**src/rtl/instruction_loader_pkg.sv**
```systemverilog
// rtl/instruction_loader_pkg.sv - shared state encodings, HALT word and parameter defaults for the instruction loader
package instruction_loader_pkg;

  localparam int BITS_FOR_STATE_COUNTER_INSTRUCTION_LOADER = 3;

  typedef enum logic [BITS_FOR_STATE_COUNTER_INSTRUCTION_LOADER-1:0] {
    ST_IDLE    = 3'd0,
    ST_RECEIVE = 3'd1,
    ST_WRITE   = 3'd2,
    ST_DONE    = 3'd3,
    ST_ERROR   = 3'd4
  } loader_state_t;

  // Same encoding the instruction memory uses to recognise end of program.
  localparam logic [31:0] INSTRUCTION_HALT = 32'hFFFF_FFFF;

  localparam int DEFAULT_WORD_SIZE_IN_BYTES = 4;
  localparam int DEFAULT_MEM_SIZE_IN_WORDS  = 64;
  localparam int DEFAULT_TIMEOUT_CYCLES     = 1000000;

endpackage

```
**src/rtl/instruction_loader_word_assembler.sv**
```systemverilog
// rtl/instruction_loader_word_assembler.sv - big-endian byte-to-word shift register with wrapping byte counter
// o_partial exists only when INSTRUCTION_LOADER_TIMEOUT_EN is defined.
module word_assembler #(
  parameter int WORD_SIZE_IN_BYTES = 4
) (
  input  logic                          i_clk,
  input  logic                          i_reset,
  input  logic                          i_clear,
  input  logic                          i_shift,
  input  logic [7:0]                    i_data,
  output logic [8*WORD_SIZE_IN_BYTES-1:0] o_word,
`ifdef INSTRUCTION_LOADER_TIMEOUT_EN
  output logic                          o_partial,
`endif
  output logic                          o_word_ready
);

  localparam int W   = 8 * WORD_SIZE_IN_BYTES;
  localparam int BCW = (WORD_SIZE_IN_BYTES > 1) ? $clog2(WORD_SIZE_IN_BYTES) : 1;

  logic [W-1:0]   shreg;
  logic [BCW-1:0] byte_count;
  logic           last_byte;

  assign last_byte = (byte_count == BCW'(WORD_SIZE_IN_BYTES - 1));
  // The completed word is presented combinationally so the loader can register it on the completing edge.
  assign o_word       = (shreg << 8) | W'(i_data);
  assign o_word_ready = i_shift && last_byte;
`ifdef INSTRUCTION_LOADER_TIMEOUT_EN
  assign o_partial    = (byte_count != '0);
`endif

  always_ff @(posedge i_clk or posedge i_reset) begin
    if (i_reset) begin
      shreg      <= '0;
      byte_count <= '0;
    end else if (i_clear) begin
      shreg      <= '0;
      byte_count <= '0;
    end else if (i_shift) begin
      shreg      <= o_word;
      byte_count <= last_byte ? '0 : byte_count + BCW'(1);
    end
  end

endmodule

```
**src/rtl/instruction_loader.sv**
```systemverilog
// rtl/instruction_loader.sv - loads UART program bytes into instruction memory until HALT is written
// Optional inter-byte timeout: define INSTRUCTION_LOADER_TIMEOUT_EN.
module instruction_loader
  import instruction_loader_pkg::*;
#(
  parameter int WORD_SIZE_IN_BYTES = DEFAULT_WORD_SIZE_IN_BYTES,
  parameter int MEM_SIZE_IN_WORDS  = DEFAULT_MEM_SIZE_IN_WORDS,
  parameter int TIMEOUT_CYCLES     = DEFAULT_TIMEOUT_CYCLES
) (
  input  logic                                   i_clk,
  input  logic                                   i_reset,
  input  logic                                   i_start,
  input  logic                                   i_rx_valid,
  input  logic [7:0]                             i_rx_data,
  input  logic                                   i_mem_full,
  output logic                                   o_instruction_write,
  output logic [8*WORD_SIZE_IN_BYTES-1:0]        o_instruction,
  output logic                                   o_busy,
  output logic                                   o_done,
  output logic                                   o_error,
  output logic [$clog2(MEM_SIZE_IN_WORDS+1)-1:0] o_word_count
);

  localparam int W  = 8 * WORD_SIZE_IN_BYTES;
  localparam int CW = $clog2(MEM_SIZE_IN_WORDS + 1);
  localparam logic [W-1:0] HALT_WORD = W'(INSTRUCTION_HALT);

  loader_state_t state;
  logic          clear;
  logic          shift;
  logic          word_ready;
  logic [W-1:0]  word;
  logic          timed_out;

  assign clear = (state == ST_IDLE) || (i_start && (state == ST_DONE || state == ST_ERROR));
  // Bytes are accepted in WRITE too, so a byte arriving right after a completed word is kept.
  assign shift = i_rx_valid && (state == ST_RECEIVE || state == ST_WRITE);

`ifdef INSTRUCTION_LOADER_TIMEOUT_EN
  localparam int TW = (TIMEOUT_CYCLES > 1) ? $clog2(TIMEOUT_CYCLES) : 1;
  logic [TW-1:0] idle_count;
  logic          partial;

  assign timed_out = (state == ST_RECEIVE) && partial && !i_rx_valid &&
                     (idle_count == TW'(TIMEOUT_CYCLES - 1));

  always_ff @(posedge i_clk or posedge i_reset) begin
    if (i_reset)
      idle_count <= '0;
    else if (state != ST_RECEIVE || i_rx_valid || !partial)
      idle_count <= '0;
    else if (!timed_out)
      idle_count <= idle_count + TW'(1);
  end
`else
  assign timed_out = 1'b0;
`endif

  word_assembler #(
    .WORD_SIZE_IN_BYTES(WORD_SIZE_IN_BYTES)
  ) u_word_assembler (
    .i_clk       (i_clk),
    .i_reset     (i_reset),
    .i_clear     (clear),
    .i_shift     (shift),
    .i_data      (i_rx_data),
    .o_word      (word),
`ifdef INSTRUCTION_LOADER_TIMEOUT_EN
    .o_partial   (partial),
`endif
    .o_word_ready(word_ready)
  );

  always_ff @(posedge i_clk or posedge i_reset) begin
    if (i_reset) begin
      state               <= ST_IDLE;
      o_instruction_write <= 1'b0;
      o_instruction       <= '0;
      o_busy              <= 1'b0;
      o_done              <= 1'b0;
      o_error             <= 1'b0;
      o_word_count        <= '0;
    end else begin
      o_instruction_write <= 1'b0;
      case (state)
        ST_IDLE: begin
          o_word_count <= '0;
          if (i_start) begin
            state  <= ST_RECEIVE;
            o_busy <= 1'b1;
          end
        end
        ST_RECEIVE: begin
          if (word_ready) begin
            // A full memory suppresses the strobe; WRITE then sees no strobe and aborts.
            state               <= ST_WRITE;
            o_instruction_write <= !i_mem_full;
            if (!i_mem_full)
              o_instruction <= word;
          end else if (timed_out) begin
            state   <= ST_ERROR;
            o_busy  <= 1'b0;
            o_error <= 1'b1;
          end
        end
        ST_WRITE: begin
          if (!o_instruction_write) begin
            state   <= ST_ERROR;
            o_busy  <= 1'b0;
            o_error <= 1'b1;
          end else begin
            if (o_word_count != CW'(MEM_SIZE_IN_WORDS))
              o_word_count <= o_word_count + CW'(1);
            if (o_instruction == HALT_WORD) begin
              state  <= ST_DONE;
              o_busy <= 1'b0;
              o_done <= 1'b1;
            end else begin
              state <= ST_RECEIVE;
            end
          end
        end
        ST_DONE, ST_ERROR: begin
          if (i_start) begin
            state        <= ST_RECEIVE;
            o_busy       <= 1'b1;
            o_done       <= 1'b0;
            o_error      <= 1'b0;
            o_word_count <= '0;
          end
        end
        default: begin
          state  <= ST_IDLE;
          o_busy <= 1'b0;
        end
      endcase
    end
  end

endmodule

```
**config.mk**
```make
export PLATFORM = sky130hd
export DESIGN_NAME = instruction_loader
export DESIGN_NICKNAME = d
export VERILOG_FILES = /design/src/rtl/instruction_loader_pkg.sv /design/src/rtl/instruction_loader_word_assembler.sv /design/src/rtl/instruction_loader.sv
export SDC_FILE = /design/constraint.sdc
export NUM_CORES = 1
export LEC_CHECK = 0
export CAP_MARGIN = 5
export CORE_MARGIN = 3
export CORE_UTILIZATION = 52
export DETAILED_ROUTE_END_ITERATION = 10
export PLACE_DENSITY = 0.83
export SLEW_MARGIN = 20
export SYNTH_ARGS = -nofsm -noshare
export SYNTH_HDL_FRONTEND = slang
export SYNTH_SLANG_ARGS = --single-unit
export TNS_END_PERCENT = 100
```
**constraint.sdc**
```tcl
create_clock -name i_clk -period 2.91 [get_ports i_clk]
set_input_delay 0.7275 -clock i_clk [delete_from_list [all_inputs] [get_ports i_clk]]
set_output_delay 0.7275 -clock i_clk [all_outputs]
set_load 0.005 [all_outputs]
```
run_1/m3.png
Scale: 4 px per µm. Cells faint in the background.
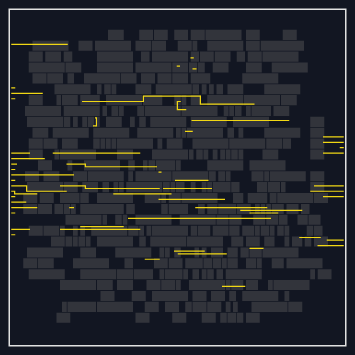
main direction = horizontal
nets with wire on the layer = 42
share of all routed wire = 6.9%
wire length on this layer = 481 µm
longest straight run = 35.4 µm
vias: 2428
Total Wirelength: 7.02 mm
M3 GR Usage: 0.0731

run_1/class_map.png
Scale: 6 px per µm.
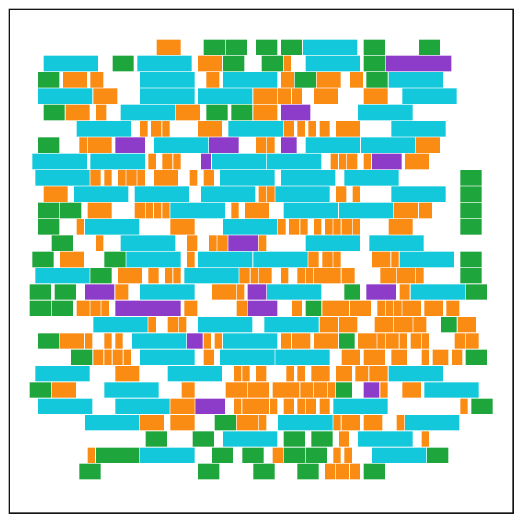
purple -> clock drivers and dummy loads  # cells 16, share of their area 5.6%
green -> remaining buffers and delay cells  # cells 61, share of their area 16%
cyan -> registers  # cells 72, share of their area 46%
orange -> remaining logic cells  # cells 202, share of their area 33%
final core occ: 0.704
num rows: 27
Core ar.: 5680 µm²
cell area after layout: 3990 µm²
Seq area share: 0.451

==> results.sh, run 1 <==
# flow metrics
export IMPL_worstPathArrival_ns=2.48
export IMPL_ys_top_logic_family="simple AND/OR/NAND/NOR gates"
export IMPL_placed_area_um2=3770
export IMPL_cts_hold_fix_buffers=0
export IMPL_dp_cells=407
export IMPL_postRouteAntennaNets=0
export IMPL_gr_max_usage_layer="met2"
export IMPL_synthesis_area_um2=3140
export IMPL_switchingPower_mw=1.21
export IMPL_synth_main_ff_cell="dfrtp_1"
export IMPL_rsz0062_at_grt="no"
export IMPL_p_per_area_nw_per_um2=933
export IMPL_rr_startpoint="state[2]$_DFFE_PP0P_"
export IMPL_min_path_type="reg -> reg"
export IMPL_ys_cells=288
export IMPL_crit_buf_inv=1
export IMPL_cp_top_family="buffers and inverters"
export IMPL_fp_dieW_um=83.7
export IMPL_reg2reg_slack_ns=0.97
export IMPL_io_buffer_count=55
export IMPL_cts_clk_slew_worst_paths_ns=0.07
export IMPL_hold_depth=2
export IMPL_yosys_area_um2=3140
export IMPL_synth_cell_type_count=41
export IMPL_layout_nonclk_buf_frac=0.152
export IMPL_finalSetupTns_ns=0
export IMPL_fillCellCount=427
export IMPL_start_kind="input port"
export IMPL_final_cell_mix="72 x dfrtp_1, 60 x nand2_1, 55 x clkdlybuf4s50_1"
export IMPL_maxPowerGroup="sequential cells"
export IMPL_outcome="finished, final reports clean"
export IMPL_seq_power_mw=1.67
export IMPL_p_comb_mw=1.20
export IMPL_syn2layout_area_growth_pct=27.1
export IMPL_slowest_stage="clkdlybuf4s50_1"
export IMPL_tool_warnings=27
export IMPL_cap_violations=0
export IMPL_buffers=61
export IMPL_fmax_mhz=453
export IMPL_ctsResizeCount=0
export IMPL_p_clk_frac=0.230
export IMPL_initialDrtViolationCount=201
export IMPL_layout_top_cell="dfrtp_1"
export IMPL_comb_cells=194
export IMPL_initCoreUtil=0.554
export IMPL_ys_sh_simple=0.162
export IMPL_whs_endpoint="o_error$_DFFE_PP0P_"
export IMPL_path_class="in -> reg"
export IMPL_pin_count=56
export IMPL_syn_avg_cell_area_um2=10.9
export IMPL_ys_seq_elements=72
export IMPL_synthesis_nets=304
export IMPL_cts_tree="done"
export IMPL_die_height_um=83.7
export IMPL_cp_max_fo=6
export IMPL_grt_util_met2=0.341
export IMPL_first_pass_iters=4
export IMPL_finalCriticalPeriod_ns=2.21
export IMPL_n_tap_cell=72
export IMPL_n_antenna_cell=0
export IMPL_whs_ns=0.506
export IMPL_finalHoldViolCount=0
export IMPL_layout_drive_gt1_share=0.171
export IMPL_fin_crit_sh=0.758
export IMPL_h_tree_depth=3
export IMPL_ys_sh_xor=0.00279
export IMPL_grt_total_usage=0.213
export IMPL_p_seq_frac=0.448
export IMPL_hold_start="o_error$_DFFE_PP0P_"
export IMPL_edf_count=0
export IMPL_flop_area_um2=1800
export IMPL_nets=362
export IMPL_worst_pin_slew_ns=0.804
export IMPL_clock_sinks=72
export IMPL_place_congestion=0.808
export IMPL_crit_path_end_kind="register"
export IMPL_cp_required_ns=3.18
export IMPL_drc=0
export IMPL_viasPerCell=5.74
export IMPL_r2r_end="u_word_assembler.shreg[20]$_DFFE_PP0P_"
export IMPL_grt_max_degree=73
export IMPL_muxShareOfSynthArea=0.121
export IMPL_leakagePower_nw=1.77
export IMPL_netlist_instances=288
export IMPL_die_area_um2=7010
export IMPL_pg_clk_mw=0.858
export IMPL_cts_setup_buffers=0
export IMPL_ys_seq_frac=0.573
export IMPL_worstSetupStartpoint="i_start"
run_1/clock_nets.png
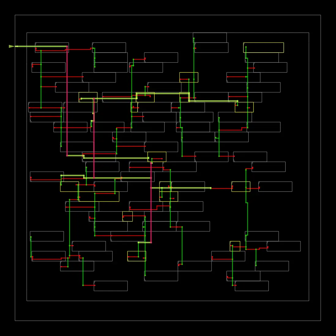
clk_buf instances: 9
total CTS buffers: 9
Final Skew: 0.0110 ns
clk latency late pin: 0.35 ns

## run 1: sequential cells by signal, summed over array words and instances (netlist names)
signal                       count
o_instruction_write              1
o_error                          1
state                            3
o_busy                           1
o_word_count                     7
o_done                           1
u_word_assembler.byte_count      2
o_instruction                   32
u_word_assembler.shreg          24
## run 1: per-layer routing
layer | vias up | share of wire
met4 | 0 | 0.022
met5 | - | 0
met2 | 82 | 0.50
met3 | 15 | 0.068
met1 | 1201 | 0.41
li1 | 1130 | -
## run 1: through the flow
step                total power [mW]  worst slack (ns)
floorplan                       2.26             0.358
global placement                2.82             0.522
detailed placement              2.89             0.417
CTS                             3.76             0.724
global route                    3.97             0.606
finish                          3.73             0.705
## run 1: logic make-up (layout without fill, tap and decap cells)
family,after synthesis,count (layout)
simple gates,106,106
xor+xnor,1,1
compound gates,50,50
flops,72,72
buf+inv,22,85
fa+ha+maj,3,3
mux,34,34
## run 1: Yosys cell counts (all sizes together), types with 2 or more instances
cell type | n | share of area
dfrtp | 72 | 0.57
clkbuf | 5 | 0.0060
nand4 | 9 | 0.018
buf | 9 | 0.015
o21ai | 5 | 0.0080
nor4 | 2 | 0.0040
a221oi | 2 | 0.0056
a41oi | 2 | 0.0056
a21o | 2 | 0.0048
o32ai | 2 | 0.0056
nor3b | 2 | 0.0064
nand3 | 6 | 0.0096
mux2 | 32 | 0.11
nor2b | 3 | 0.0060
or3b | 3 | 0.0084
inv | 8 | 0.0096
nor2 | 11 | 0.016
nand2 | 60 | 0.072
or3 | 3 | 0.0060
ha | 3 | 0.012
mux2i | 2 | 0.0064
a21oi | 29 | 0.046
nand4b | 2 | 0.0056
## Run 2: what changed since run 1
CORE_UTILIZATION = 47   (was 52)
PLACE_DENSITY = 0.79   (was 0.83)
clock period = 1.85 ns   (was 2.91 ns; I/O delays follow)
run_2/m3.png
Scale: 4 px per µm. Cells faint in the background.
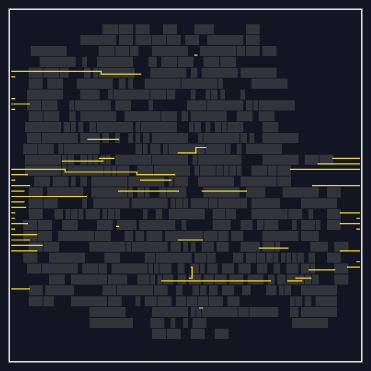
share of all routed wire = 5.0%
longest straight run = 27.1 µm
wire length on this layer = 340 µm
Total Wirelength: 6.82 mm
M3 GR Usage: 0.0442
vias: 2434

==> run 2 against run 1 <==
Compared with the run above: clock skew shrank 0.0014 ns; design area is 3.5% higher; power grew 62%; sequential power grew 56%; first-iteration DRC count shrank 11%; highest routed layer unchanged; largest power group unchanged; global-route usage decreased by 2.1 points; worst setup slack got worse by 0.66 ns; flip-flop count did not move; clock-buffer cell count grew 1; via count is 0.25% higher.
==> results.sh, run 2 <==
# flow metrics
export IMPL_top_cells_by_count="72 x dfrtp_1, 60 x nand2_1, 32 x mux2_2, 29 x a21oi_1, 10 x nor2_1"
export IMPL_switchingPower_mw=1.92
export IMPL_synth_most_common_cell="dfrtp_1"
export IMPL_synth_cell_type_count=41
export IMPL_ctsResizeCount=0
export IMPL_comb_cells=194
export IMPL_crit_buf_inv=1
export IMPL_finalCriticalPeriod_ns=1.81
export IMPL_worst_pin_slew_ns=0.485
export IMPL_fillCellCount=501
export IMPL_outcome="finished, final reports clean"
export IMPL_netlist_instances=288
export IMPL_nets=372
export IMPL_layout_nonclk_buf_frac=0.174
export IMPL_finalHoldViolCount=0
export IMPL_skew_ns=0.00960
export IMPL_fp_dieW_um=87.8
export IMPL_cp_max_fo=6
export IMPL_syn_avg_cell_area_um2=10.9
export IMPL_synthesis_area_um2=3140
export IMPL_fin_crit_sh=0.976
export IMPL_regMostFlops="o_instruction"
export IMPL_cp_top_family="buffers and inverters"
export IMPL_die_height_um=87.8
export IMPL_clock_latency_ns=0.34
export IMPL_ys_cells=288
export IMPL_cap_violations=0
export IMPL_cp_required_ns=1.39
export IMPL_initCoreUtil=0.489
export IMPL_grt_max_degree=73
export IMPL_cts_clk_slew_worst_paths_ns=0.08
export IMPL_path_class="reg -> out"
export IMPL_synth_main_ff_cell="dfrtp_1"
export IMPL_n_tap_cell=77
export IMPL_place_congestion=0.864
export IMPL_io_buffer_count=55
export IMPL_clock_sinks=72
export IMPL_die_area_um2=7700
export IMPL_whs_ns=0.506
export IMPL_reg_top3="o_instruction: 32 flops, u_word_assembler.shreg: 24 flops, o_word_count: 7 flops"
export IMPL_clock_buffer_count=10
run_2/class_map.png
Scale: 6 px per µm.
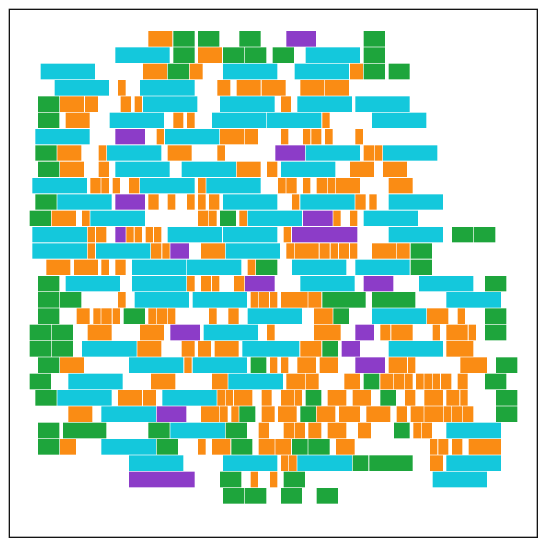
green -> remaining buffers and delay cells  # cells 71, share of their area 18%
orange -> remaining logic cells  # cells 202, share of their area 32%
cyan -> registers  # cells 72, share of their area 45%
purple -> clock drivers and dummy loads  # cells 16, share of their area 5.7%
Seq area share: 0.436
num rows: 29
cell area after layout: 4130 µm²
Core ar.: 6420 µm²

[run 2: per-stage QoR]
step / setup WS (ns) / cell area (µm²) / total power, mW
6_report: 0.0449 / 4130 / 6.03
5_1_grt: -0.00441 / 4130 / 6.40
4_1_cts: 0.0409 / 4120 / 6.08
3_5_place_dp: -0.112 / 3890 / 4.65
3_3_place_gp: -0.0388 / 3890 / 4.58
2_1_floorplan: 0.226 / 3150 / 3.55
[run 2: power groups by stage]
stage	clock network [mW]	registers [mW]	logic [mW]
3_3_place_gp	0	2.61	1.96
6_report	1.41	2.60	2.02
2_1_floorplan	0	2.52	1.04
5_1_grt	1.51	2.68	2.22
3_5_place_dp	0	2.63	2.02
4_1_cts	1.43	2.61	2.04
[run 2: kinds of logic (layout without fill, tap and decap cells)]
logic type | Yosys count | count (layout) | share of synthesized area
mux | 34 | 34 | 0.121
flops | 72 | 72 | 0.573
compound gates | 50 | 50 | 0.0976
fa+ha+maj | 3 | 3 | 0.0119
buf+inv | 22 | 95 | 0.0307
simple gates | 106 | 106 | 0.162
xor+xnor | 1 | 1 | 0.00279
[run 2: per-layer routing]
layer  up-vias  wire (µm)  track usage
met4         0         96       0.0823
li1       1151          -            -
met5         -          0            0
met2        59       3500        0.318
met1      1213       2880        0.241
met3        11        340       0.0442
[run 2: worst min path at each step]
stage,to,slack (ns),depth (start not counted)
after floorplan,o_instruction[24]$_DFFE_PP0P_,0.48,1
after global placement,o_error$_DFFE_PP0P_,0.48,2
after detailed placement,o_error$_DFFE_PP0P_,0.49,2
after CTS,o_error$_DFFE_PP0P_,0.51,2
after global routing,o_error$_DFFE_PP0P_,0.52,2
final,o_error$_DFFE_PP0P_,0.51,2
## Run 3: what changed since run 2
CORE_MARGIN = unset   (was 3)
run_3/class_map.png
Scale: 6 px per µm.
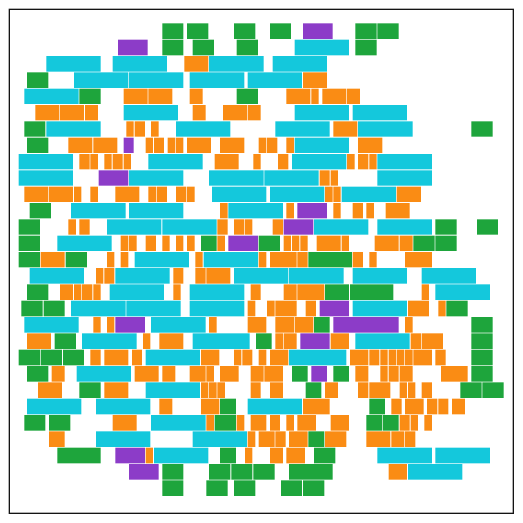
cyan -> registers  # cells 72, share of their area 45%
purple -> clock drivers and dummy loads  # cells 14, share of their area 4.8%
green -> remaining buffers and delay cells  # cells 72, share of their area 18%
orange -> remaining logic cells  # cells 202, share of their area 32%
final core occ: 0.643
Seq area share: 0.439
Core ar.: 6390 µm²

==> run 3 against run 2 <==
Compared with the run above: combinational power about the same; sequential share of layout area increased by 0.28 points; die size decreased by 8.9%; clock skew decreased by 0.00061 ns; fmax increased by 1.8%; cell count decreased by 0.23%; power decreased by 3.1%; design area decreased by 0.58%; first-iteration DRC count increased by 4.5%; non-clock buffer count increased by 1; synthesized cell count unchanged; critical endpoint is now o_instruction_write; largest power group unchanged.
==> results.sh, run 3 <==
# flow metrics
export IMPL_aoi_share=0.0976
export IMPL_synthesis_area_um2=3140
export IMPL_syn_avg_cell_area_um2=10.9
export IMPL_finalCriticalPeriod_ns=1.77
export IMPL_reg_top3="o_instruction: 32 flops, u_word_assembler.shreg: 24 flops, o_word_count: 7 flops"
export IMPL_wl_met1_mm=2.95
export IMPL_ys_cells=288
export IMPL_pre_cts_slack_ns=-0.0973
export IMPL_cts_clk_slew_worst_paths_ns=0.07
export IMPL_nets=373
export IMPL_routed_via_count=2400
export IMPL_wl_mm=6.80
export IMPL_netlist_instances=288
export IMPL_outcome="finished, final reports clean"
export IMPL_fillCellCount=507
export IMPL_edf_count=0
export IMPL_synth_most_common_cell="dfrtp_1"
export IMPL_die_area_um2=7020
export IMPL_synth_cell_type_count=41
export IMPL_wl_met2_mm=3.38
export IMPL_muxShareOfSynthArea=0.121
export IMPL_placed_area_um2=3900
export IMPL_clock_buffer_count=11
export IMPL_top_cells_by_count="72 x dfrtp_1, 60 x nand2_1, 32 x mux2_2, 29 x a21oi_1, 10 x nor2_1"
export IMPL_place_congestion=0.816
export IMPL_io_buffer_count=55
export IMPL_cap_violations=0
export IMPL_fa_ha_area_frac=0.0119
export IMPL_met3WireLength_um=342
export IMPL_clock_latency_ns=0.34
export IMPL_fin_crit_sh=0.959
export IMPL_clock_sinks=72
export IMPL_grt_max_degree=73
export IMPL_layout_nonclk_buf_frac=0.178
export IMPL_synth_main_ff_cell="dfrtp_1"
export IMPL_top_layer_used="met4"
export IMPL_num_rows=29
export IMPL_p_total_mw=5.85
export IMPL_cp_max_fo=5
export IMPL_whs_ns=0.508
export IMPL_hold_depth=2
export IMPL_path_class="reg -> out"
export IMPL_ys_sh_simple=0.162
export IMPL_cp_required_ns=1.39
export IMPL_fp_dieW_um=83.8
export IMPL_die_height_um=83.8
export IMPL_ys_top_logic_family="simple AND/OR/NAND/NOR gates"
export IMPL_finalHoldViolCount=0
export IMPL_n_tap_cell=77
export IMPL_worst_pin_slew_ns=0.475
run_3/sizing.png
Scale: 3 px per µm.
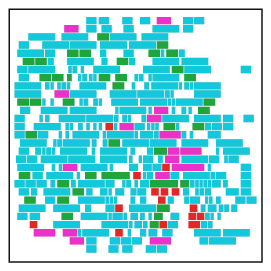
red -> x3 and x4  # cells 15, share 4.2%, most used buf_4
cyan -> x1 and smaller  # cells 288, share 80%, most used dfrtp_1
green -> x2  # cells 40, share 11%, most used mux2_2
magenta -> x6 and larger  # cells 17, share 4.7%, most used clkbuf_8
Layout area overhead: 30.8%
Final WS setup: 0.0761 ns
non-clock buffer count: 72
cell area after layout: 4110 µm²

[run 3: how the worst max path moves through the flow]
stage / startpoint / to / slack, ns / depth (start not counted)
floorplan: state[0]$_DFFE_PP0P_ / o_word_count[6]$_DFFE_PP0P_ / 0.23 / 5
global placement: i_start / o_word_count[2]$_DFFE_PP0P_ / -0.03 / 6
CTS: state[0]$_DFFE_PP0P_ / u_word_assembler.shreg[11]$_DFFE_PP0P_ / 0.04 / 6
finish: o_instruction_write$_DFF_PP0_ / o_instruction_write / 0.08 / 2
global route: state[0]$_DFFE_PP0P_ / u_word_assembler.byte_count[0]$_DFFE_PP0P_ / 0.004 / 5
detailed placement: i_start / o_word_count[3]$_DFFE_PP0P_ / -0.1 / 5
[run 3: where the power goes]
part | total, mW | internal, mW | leakage (nW) | switching, mW
logic | 2.03 | 1.17 | 0.778 | 0.857
clock network | 1.22 | 0.679 | 0.0973 | 0.539
registers | 2.60 | 2.15 | 0.954 | 0.455
[run 3: repair_timing]
item                                    CTS  global route
endpoints found under the setup margin    1            23
setup buffers                             0             0
gates resized                             1             3
hold buffers                              0             0
[run 3: per-layer routing]
metal / GRT usage / up-vias
met5: 0 / -
met3: 0.0603 / 12
met1: 0.273 / 1180
met4: 0.0894 / 0
li1: - / 1145
met2: 0.336 / 63
[run 3: cell families (layout without fill, tap and decap cells)]
group	after synthesis	after routing
adder cells (fa/ha/maj)	3	3
multiplexers	34	34
AND/OR/NAND/NOR	106	106
flip-flops	72	72
buffers and inverters	22	94
AND-OR/OR-AND	50	50
XOR/XNOR	1	1
[run 3: worst max-delay path, delay by kind of cell, from the launching register on]
kind / cells / cell delay (ns)
buf+inv: 2 / 0.62
flops: 1 / 0.35
Power and IR drop assume default switching activity.
